<file path="src/rtl/legv8_imm_encoder.sv">
// LEGv8 immediate encoder: packs B/CBZ/D instruction words from a signed immediate
// and streams them with byte addresses into instruction memory, one burst per start.
module legv8_imm_encoder #(
    parameter int ADDR_W   = 16,
    parameter int CNT_W    = 12,
    parameter int ERRCNT_W = 8
) (
    input  logic                clk,
    input  logic                rst_n,
    input  logic                start,
    input  logic [ADDR_W-1:0]   start_addr,
    input  logic [CNT_W-1:0]    start_count,
    input  logic                in_valid,
    output logic                in_ready,
    input  logic [1:0]          in_fmt,
    input  logic [10:0]         in_opc,
    input  logic [4:0]          in_rt,
    input  logic [4:0]          in_rn,
    input  logic [63:0]         in_imm,
    output logic                out_valid,
    input  logic                out_ready,
    output logic [31:0]         out_instr,
    output logic [ADDR_W-1:0]   out_addr,
    output logic                done,
    output logic [ERRCNT_W-1:0] err_cnt
);

    typedef enum logic [1:0] {S_IDLE, S_LOAD, S_DRAIN, S_DONE} state_t;

    state_t              r_state;
    state_t              w_next;
    logic [ADDR_W-1:0]   r_addr;
    logic [CNT_W-1:0]    r_rem;
    logic [ERRCNT_W-1:0] r_err_cnt;
    logic                r_out_valid;
    logic [31:0]         r_out_instr;
    logic [ADDR_W-1:0]   r_out_addr;

    logic [31:0]         w_instr;
    logic                w_good;
    logic                w_accept;

    // An immediate fits when every bit above the field's sign bit equals that sign bit.
    always_comb begin
        w_instr = '0;
        w_good  = 1'b0;
        case (in_fmt)
            2'd0: begin
                w_instr = {6'b000101, in_imm[25:0]};
                w_good  = (&in_imm[63:25]) | ~(|in_imm[63:25]);
            end
            2'd1: begin
                w_instr = {8'b10110100, in_imm[18:0], in_rt};
                w_good  = (&in_imm[63:18]) | ~(|in_imm[63:18]);
            end
            2'd2: begin
                w_instr = {in_opc, in_imm[8:0], 2'b00, in_rn, in_rt};
                w_good  = (&in_imm[63:8]) | ~(|in_imm[63:8]);
            end
            default: begin
                w_instr = '0;
                w_good  = 1'b0;
            end
        endcase
    end

    assign in_ready  = (r_state == S_LOAD) && (!r_out_valid || out_ready);
    assign w_accept  = in_valid && in_ready;
    assign done      = (r_state == S_DONE);
    assign out_valid = r_out_valid;
    assign out_instr = r_out_instr;
    assign out_addr  = r_out_addr;
    assign err_cnt   = r_err_cnt;

    always_comb begin
        w_next = r_state;
        case (r_state)
            S_IDLE:  if (start) w_next = (start_count != '0) ? S_LOAD : S_DONE;
            S_LOAD:  if (w_accept && (r_rem == CNT_W'(1))) w_next = S_DRAIN;
            S_DRAIN: if (!r_out_valid || out_ready) w_next = S_DONE;
            S_DONE:  w_next = S_IDLE;
            default: w_next = S_IDLE;
        endcase
    end

    always_ff @(posedge clk) begin
        if (!rst_n) begin
            r_state     <= S_IDLE;
            r_addr      <= '0;
            r_rem       <= '0;
            r_err_cnt   <= '0;
            r_out_valid <= 1'b0;
            r_out_instr <= '0;
            r_out_addr  <= '0;
        end else begin
            r_state <= w_next;
            if (r_state == S_IDLE && start) begin
                r_addr    <= {start_addr[ADDR_W-1:2], 2'b00};
                r_rem     <= start_count;
                r_err_cnt <= '0;
            end
            if (w_accept) begin
                r_rem <= r_rem - CNT_W'(1);
                if (w_good)
                    r_addr <= r_addr + ADDR_W'(4);
                else if (r_err_cnt != '1)
                    r_err_cnt <= r_err_cnt + ERRCNT_W'(1);
            end
            // A new good word may replace one being consumed this same cycle.
            if (w_accept && w_good) begin
                r_out_valid <= 1'b1;
                r_out_instr <= w_instr;
                r_out_addr  <= r_addr;
            end else if (out_ready) begin
                r_out_valid <= 1'b0;
            end
        end
    end

endmodule

</file>
<file path="config.mk">
export PLATFORM = sky130hd
export DESIGN_NAME = legv8_imm_encoder
export DESIGN_NICKNAME = d
export VERILOG_FILES = /design/src/rtl/legv8_imm_encoder.sv
export SDC_FILE = /design/constraint.sdc
export NUM_CORES = 1
export LEC_CHECK = 0
export CORE_ASPECT_RATIO = 1.2
export CORE_MARGIN = 2
export CORE_UTILIZATION = 46
export CTS_CLUSTER_DIAMETER = 50
export CTS_CLUSTER_SIZE = 8
export DETAILED_ROUTE_END_ITERATION = 7
export GPL_TIMING_DRIVEN = 0
export PLACE_DENSITY = 0.88
export SYNTH_ARGS = -nofsm -noshare
export SYNTH_HDL_FRONTEND = slang
export SYNTH_SLANG_ARGS = --single-unit
</file>
<file path="constraint.sdc">
create_clock -name clk -period 3.9 [get_ports clk]
set_clock_uncertainty 0.1 [all_clocks]
set_input_delay 1.17 -clock clk [delete_from_list [all_inputs] [get_ports clk]]
set_output_delay 1.17 -clock clk [all_outputs]
set_load 0.1 [all_outputs]
</file>
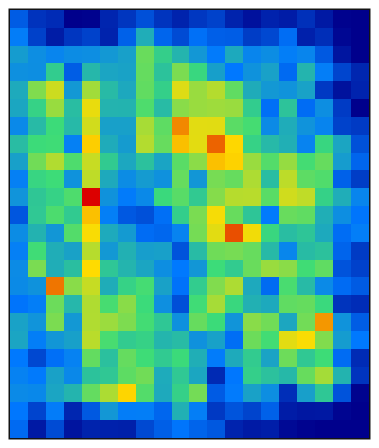
**Above:** run 1 (signal metal coverage by tile).
The die is cut into 20 by 24 equal tiles; dark blue is low, red is high, scaled to the fullest tile. Values are wire area over tile area, all layers added.
- emptiest ninth of the die: upper right
- mean over tiles: 0.28
- tiles over half the peak: 28%
- nearly empty tiles: 3.3%
- fullest tile: 0.75

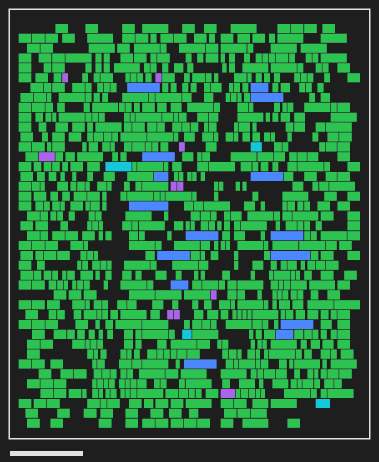
**Above:** run 1 (drive-strength map).
The bar under the picture is 20 um long.
- x1 and smaller: green (cells 810; share 97%)
- x3 and x4: cyan (cells 4; share 0.48%)
- x2: purple (cells 10; share 1.2%)
- x6 and larger: blue (cells 15; share 1.8%)

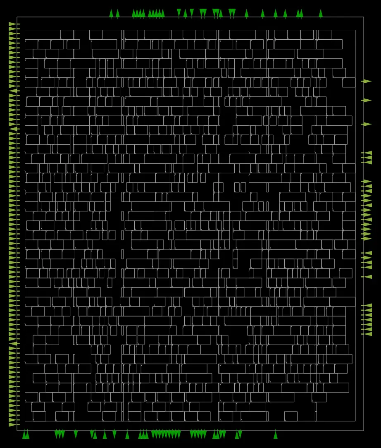
**Above:** run 1 (cell outlines without signal wires).
core area: 10500 um2
num rows: 41
Well-Tap Cells: 129
Fill cells: 896
Final Util: 68.8%

==> impl_metrics.ini, run 1 <==
; generated from flow reports
[outcome]
outcome = finished clean

[setup_path]
r2r_end = r_rem[5]
regToRegSetupSlack_ns = 1.17
end_kind = output port
cp.required_ns = 2.63
reg2regPathDepth = 8
critPathMaxFanout = 4
path_class = input pin to output port
cp-start-kind = input pin

[place]
gp_congestion = 0.956
io_buffers = 174
hpwl_um = 15300

[logic_synthesis]
yosys.area_share.xor_xnor_pct = 0.176
yosys-stat-area_um2 = 4980
logic_family = AND-OR/OR-AND gates
flop_cell = dfxtp_1
ys_warn_count = 0
mux_area_share_pct = 3.02
synth_flops = 87
synth-adder-area-share_pct = 2.26
syn_area_per_cell_um2 = 7.67
yosysTopAreaCellShare_pct = 35.0
top_cells_by_area = dfxtp_1 (35%), a21oi_1 (9.0%), nand3_1 (5.6%), o21ai_0 (4.1%), clkbuf_1 (3.5%)
edf_count = 0
synth_area_um2 = 4980
syn_nets = 778
top_cells_by_count = a21oi_1 (90), dfxtp_1 (87), nand3_1 (56)

[clock_tree]
max-clock-path-buffers = 2
cts_root_buffer = clkbuf_16
cts_setup_buffers = 0
cts_hold_buffers = 0
clk_pin_slew_ns = 0.06
clock_sinks = 87
clk_latency_ns = 0.35

[pwr]
ir_drop_mv = 0.237
p_per_area_nw_per_um2 = 416

[min_path]
hp-start = r_addr[0]
min_path_cells = 2
hp-class = register to register
holdPathEnd = out_addr[0]

[sta]
fmax_mhz = 265
maxSlewHeadroom_pct = 32.7
finalMaxSlewViolations = 0
hold_slack_ns = 0.365
setup_viol = 0
fin_crit_ns = 3.77
tightest_slew_ns = 1.01
rsz0062_at_grt = yes

[routing]
wl_um = 19400
firstDrtPassIters = 5
avgViaCountPerCell = 6.34
initialDrtViolationCount = 417
ant_nets = 0
drc = 0
vias = 6136

[floorplan]
dieHeight_um = 118

[global_route]
grt_max_degree = 15
grt_pass1_vias = 6368
grt.total_usage_pct = 32.7
grt_pass1_wl_um = 30900
overflow = 0

[final_layout]
antenna_cells = 0
area_delta_synth_final_pct = 45.3

[job]
warnings = 34
[run 1: how the worst max path moves through the flow]
stage | startpoint | endpoint | slack (ns) | cells past startpoint
floorplan | out_ready | in_ready | 0.56 | 2
global placement | out_ready | in_ready | -0.44 | 4
detailed placement | out_ready | in_ready | -0.45 | 4
CTS | out_ready | in_ready | 0.12 | 4
global route | in_imm[18] | out_instr[14] | -0.009 | 9
finish | out_ready | in_ready | 0.13 | 4
[run 1: critical path, cell delays in order]
cell             delay, ns
clkdlybuf4s50_1       0.48
nand2b_1              0.16
and2_1                0.14
clkdlybuf4s15_2       0.55
[run 1: timing repair]
action,CTS,global route
hold endpoints to repair,0,0
setup endpoints to repair,1,35
gates resized,3,5
[run 1: power breakdown]
part           internal [W]  switching, W
combinational      0.000353      0.000611
sequential         0.000968      0.000100
clock              0.000615      0.000363
[run 1: layout by cell type (no fill, tap or decap), drive strengths merged, types with 2 or more instances in the layout]
cell | Yosys | layout
a211o | 7 | 7
a211oi | 21 | 21
a21oi | 90 | 90
a221oi | 4 | 4
a22o | 2 | 2
a22oi | 3 | 3
a311oi | 7 | 7
a31oi | 7 | 7
and2 | 2 | 2
and3 | 8 | 8
buf | 10 | 10
bufinv | 0 | 2
clkbuf | 48 | 60
clkdlybuf4s50 | 0 | 173
dfxtp | 87 | 87
ha | 9 | 9
inv | 11 | 11
mux2i | 15 | 15
nand2 | 37 | 37
nand2b | 4 | 4
nand3 | 56 | 56
nand4 | 20 | 20
nand4b | 2 | 2
nor2 | 36 | 36
nor2b | 15 | 15
nor3 | 17 | 17
nor3b | 6 | 6
nor4 | 24 | 24
o2111ai | 8 | 8
o211a | 2 | 2
o211ai | 17 | 17
o21ai | 42 | 42
o22ai | 2 | 2
o311ai | 7 | 7
o31ai | 3 | 3
or3 | 5 | 5
or4 | 8 | 8
[run 1: flip-flops by register name (all words and copies together) (netlist names)]
name and cells:
out_valid 1, out_addr 16, err_cnt 8, r_rem 12, r_state 2, out_instr 32
r_addr 16
[run 1: cell type report]
class | instances | area, um2 | area share (%)
clock inverters | 4 | 76.3 | 1.05
clock buffers | 12 | 267 | 3.68
inverters | 11 | 41.3 | 0.571
plain buffers | 58 | 235 | 3.25
well taps | 129 | 161 | 2.23
flip-flops and latches | 87 | 1740 | 24.1
repair buffers | 174 | 1740 | 24.1
multi-input cells | 493 | 2970 | 41.1
[run 1: through the flow]
step / area [um2] / total power, W / utilization (%) / std cells / setup slack (ns)
finish: 7240 / 0.00301 / 68.8 / 968 / 0.129
global route: 7240 / 0.00313 / 68.8 / 968 / -0.00938
CTS: 7230 / 0.00299 / 68.7 / 968 / 0.120
detailed placement: 6880 / 0.00202 / 65.4 / 952 / -0.449
global placement: 6880 / 0.00199 / 65.4 / 952 / -0.437
floorplan: 4980 / 0.00165 / - / 649 / 0.559
[run 1: layer usage]
| metal | up-vias | GRT usage, % | part of all wire (%) |
|---|---|---|---|
| li1 | 2865 | - | - |
| met1 | 2869 | 35.1 | 37 |
| met2 | 335 | 56.9 | 50 |
| met3 | 67 | 7.78 | 8.0 |
| met4 | 0 | 19.9 | 5.4 |
| met5 | - | 0 | 0 |
==> run 1 -> run 2 <==
--- a/config.mk
+++ b/config.mk
@@ -5,7 +5,6 @@
 export SDC_FILE = /design/constraint.sdc
 export NUM_CORES = 1
 export LEC_CHECK = 0
-export CORE_ASPECT_RATIO = 1.2
 export CORE_MARGIN = 2
 export CORE_UTILIZATION = 46
 export CTS_CLUSTER_DIAMETER = 50
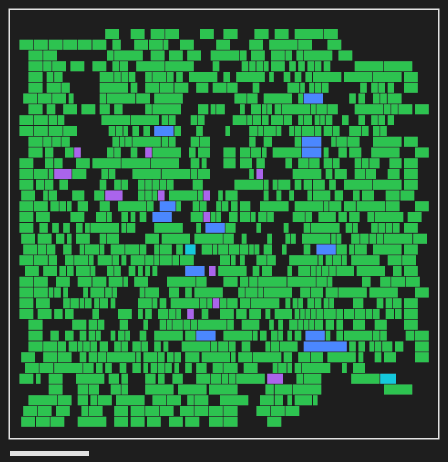
**Above:** run 2 (drive-strength map).
The bar under the picture is 20 um long.
- x2: purple (cells 12; share 1.4%)
- x6 and larger: blue (cells 12; share 1.4%)
- x1 and smaller: green (cells 813; share 97%)
- x3 and x4: cyan (cells 2; share 0.24%)

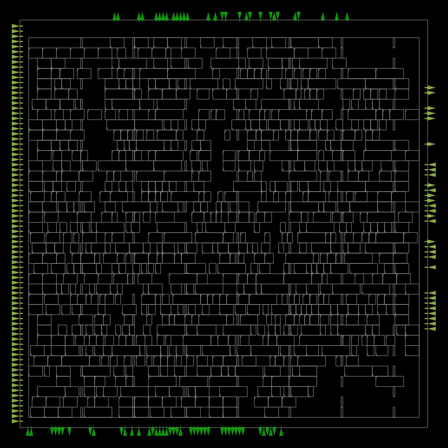
**Above:** run 2 (cell outlines without signal wires).
flop count: 87
Fill cells: 878
flop share of the area: 24.6%
core area: 10400 um2

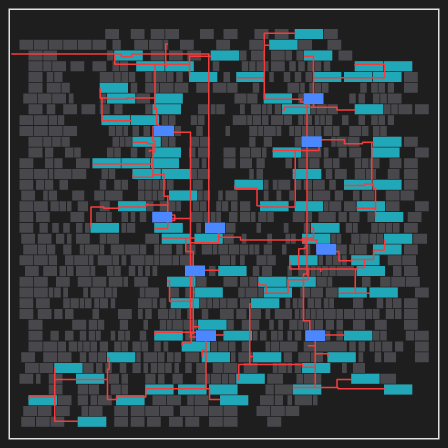
**Above:** run 2 (clock wires, drivers and flops).
- clock wires: red (length 1050 um)
- flip-flops: cyan (count 87)
- clock-net drivers: blue (count 9)
- routed clock nets: 10
Clock Power Share: 23.7%
later-pin clock latency in the skew report: 0.36 ns
Clock Power: 0.000633 W

==> impl_metrics.ini, run 2 <==
; generated from flow reports
[logic_synthesis]
syn_area_per_cell_um2 = 7.67
top_cells_by_area = dfxtp_1 (35%), a21oi_1 (9.0%), nand3_1 (5.6%), o21ai_0 (4.1%), clkbuf_1 (3.5%)
synth_flops = 87
async_flop_share_pct = 0
top_cells_by_count = a21oi_1 (90), dfxtp_1 (87), nand3_1 (56)
ys_seq_share_pct = 35.0
flop_cell = dfxtp_1
yosysTopAreaCellShare_pct = 35.0
synthMostInstantiatedCell = a21oi_1
ys_warn_count = 0
synthCells = 649
synth_cell_types = 49
top_area_cell = dfxtp_1
syn_nets = 778
synth_area_um2 = 4980
yosys-stat-area_um2 = 4980
edf_count = 0
yosysCellCount = 649

[pwr]
ir_drop_mv = 0.204
p_leak_nw = 2.36
p_per_area_nw_per_um2 = 376

[setup_path]
cp-start-kind = input pin
path_class = input pin to output port
path_cells = clkdlybuf4s50_1 -> nand2b_1 -> and2_1 -> clkdlybuf4s15_2
critPathSlowestCell = clkdlybuf4s15_2
cp.required_ns = 2.63
end_kind = output port
critPathMaxFanout = 4
cpPeakStageDelay_ns = 0.55

[outcome]
outcome = finished clean

[final_layout]
area_delta_synth_final_pct = 42.3
postLayoutCellArea_um2 = 7090
fin_nets = 963
final_cell_mix = clkdlybuf4s50_1 (173), a21oi_1 (90), dfxtp_1 (87)
final_cells = 975
layout_top_cell = clkdlybuf4s50_1
largest_reg_flops = 32
antenna_cells = 0
drive_above_1_share_pct = 3.10
final_util_pct = 68.0

[floorplan]
io_pins = 179
initCoreUtil_pct = 47.8
row_count = 37
design.die.area_um2 = 11700
dieHeight_um = 108

[sta]
fmax_mhz = 265
tightest_slew_ns = 1.04
maxSlewHeadroom_pct = 30.4
hold_slack_ns = 0.370
finalMaxSlewViolations = 0
setup_slack_ns = 0.130
fin_crit_ns = 3.77
rsz0062_at_grt = no
timing.final.crit_share_pct = 96.7
hold_violations = 0
setup_viol = 0

[clock_tree]
cts_hold_buffers = 0
cts_tree = yes
cts_root_buffer = clkbuf_8
clock_sinks = 87
numCtsBuffers = 9
htree_levels = 3
clk_pin_slew_ns = 0.08
cts_setup_buffers = 0
max-clock-path-buffers = 2

[job]
drv_cap = 0
warnings = 33

[routing]
ant_nets = 0
vias = 6143
avgViaCountPerCell = 6.30
firstDrtPassIters = 5
initialDrtViolationCount = 482
drc = 0
wl_um = 18800
wire_per_inst_um = 19.2

[global_route]
antenna_found_initial = 0
overflow = 0
grt_pass1_wl_um = 29300
grt.total_usage_pct = 31.9
grt_max_degree = 14
grt_pass1_vias = 5999

[place]
dp_worst_setup_slack_ns = -0.452
gp_congestion = 0.948
hpwl_um = 14500
placedCellCount = 959
io_buffers = 174
place_area_um2 = 6890

[min_path]
hp-class = register to register
-- run 2: metrics by stage --
| step | setup TNS (ns) | power, W |
|---|---|---|
| 6_report | 0 | 0.00267 |
| 2_1_floorplan | 0 | 0.00165 |
| 3_5_place_dp | -9.37 | 0.00202 |
| 4_1_cts | 0 | 0.00264 |
| 5_1_grt | 0 | 0.00279 |
| 3_3_place_gp | -4.20 | 0.00197 |
-- run 2: per-layer routing --
layer	wire [um]	track usage [%]	share of wire (%)	vias up
met2	9330	57.0	50	345
met4	585	12.8	3.1	0
met5	0	0	0	-
met3	1520	6.03	8.1	51
met1	7310	37.4	39	2887
li1	-	-	-	2860
-- run 2: timing repair --
item | CTS | global route
resized | 3 | 4
setup endpoints to repair | 1 | 2
gates cloned | 0 | 0
-- run 2: path summary, 6_finish.rpt --
check                                    to  slack [ns]  startpoint  cells after the start
worst max-delay path               in_ready        0.13   out_ready                      4
worst min-delay path            out_addr[0]        0.37   r_addr[0]                      2
worst max register to register     r_rem[5]        1.13  r_state[1]                      8
worst min register to register  out_addr[0]        0.37   r_addr[0]                      2
-- run 2: where the power goes --
group	internal, W	switching, W	leakage (nW)
combinational	0.000354	0.000616	1.56
clock	0.000314	0.000319	0.0936
sequential	0.000967	0.0000973	0.705
total	0.00163	0.00103	2.36
-- run 2: logic make-up after synthesis --
logic type               count (synthesis)  synth area share (%)
XOR/XNOR                                 1                 0.176
multiplexers                            15                  3.02
adder cells (fa/ha/maj)                  9                  2.26
AND/OR/NAND/NOR                        241                  25.5
buffers and inverters                   69                  5.50
AND-OR/OR-AND                          227                  28.6
flip-flops                              87                  35.0
-- run 2: cell type report --
type | count | area [um2] | share of cell area (%)
plain buffers | 58 | 235 | 3.32
clock buffers | 13 | 149 | 2.10
clock inverters | 3 | 42.5 | 0.600
inverters | 11 | 41.3 | 0.583
multi-input cells | 493 | 2960 | 41.8
flip-flops and latches | 87 | 1740 | 24.6
well taps | 136 | 170 | 2.40
repair buffers | 174 | 1740 | 24.6
-- run 2: critical path, delay by kind of cell --
family / cells / cell delay, ns
and+or+nand+nor: 2 / 0.30
buffers and inverters: 2 / 1.02
Power figures rest on the tool's default switching activity, not on a simulated workload.
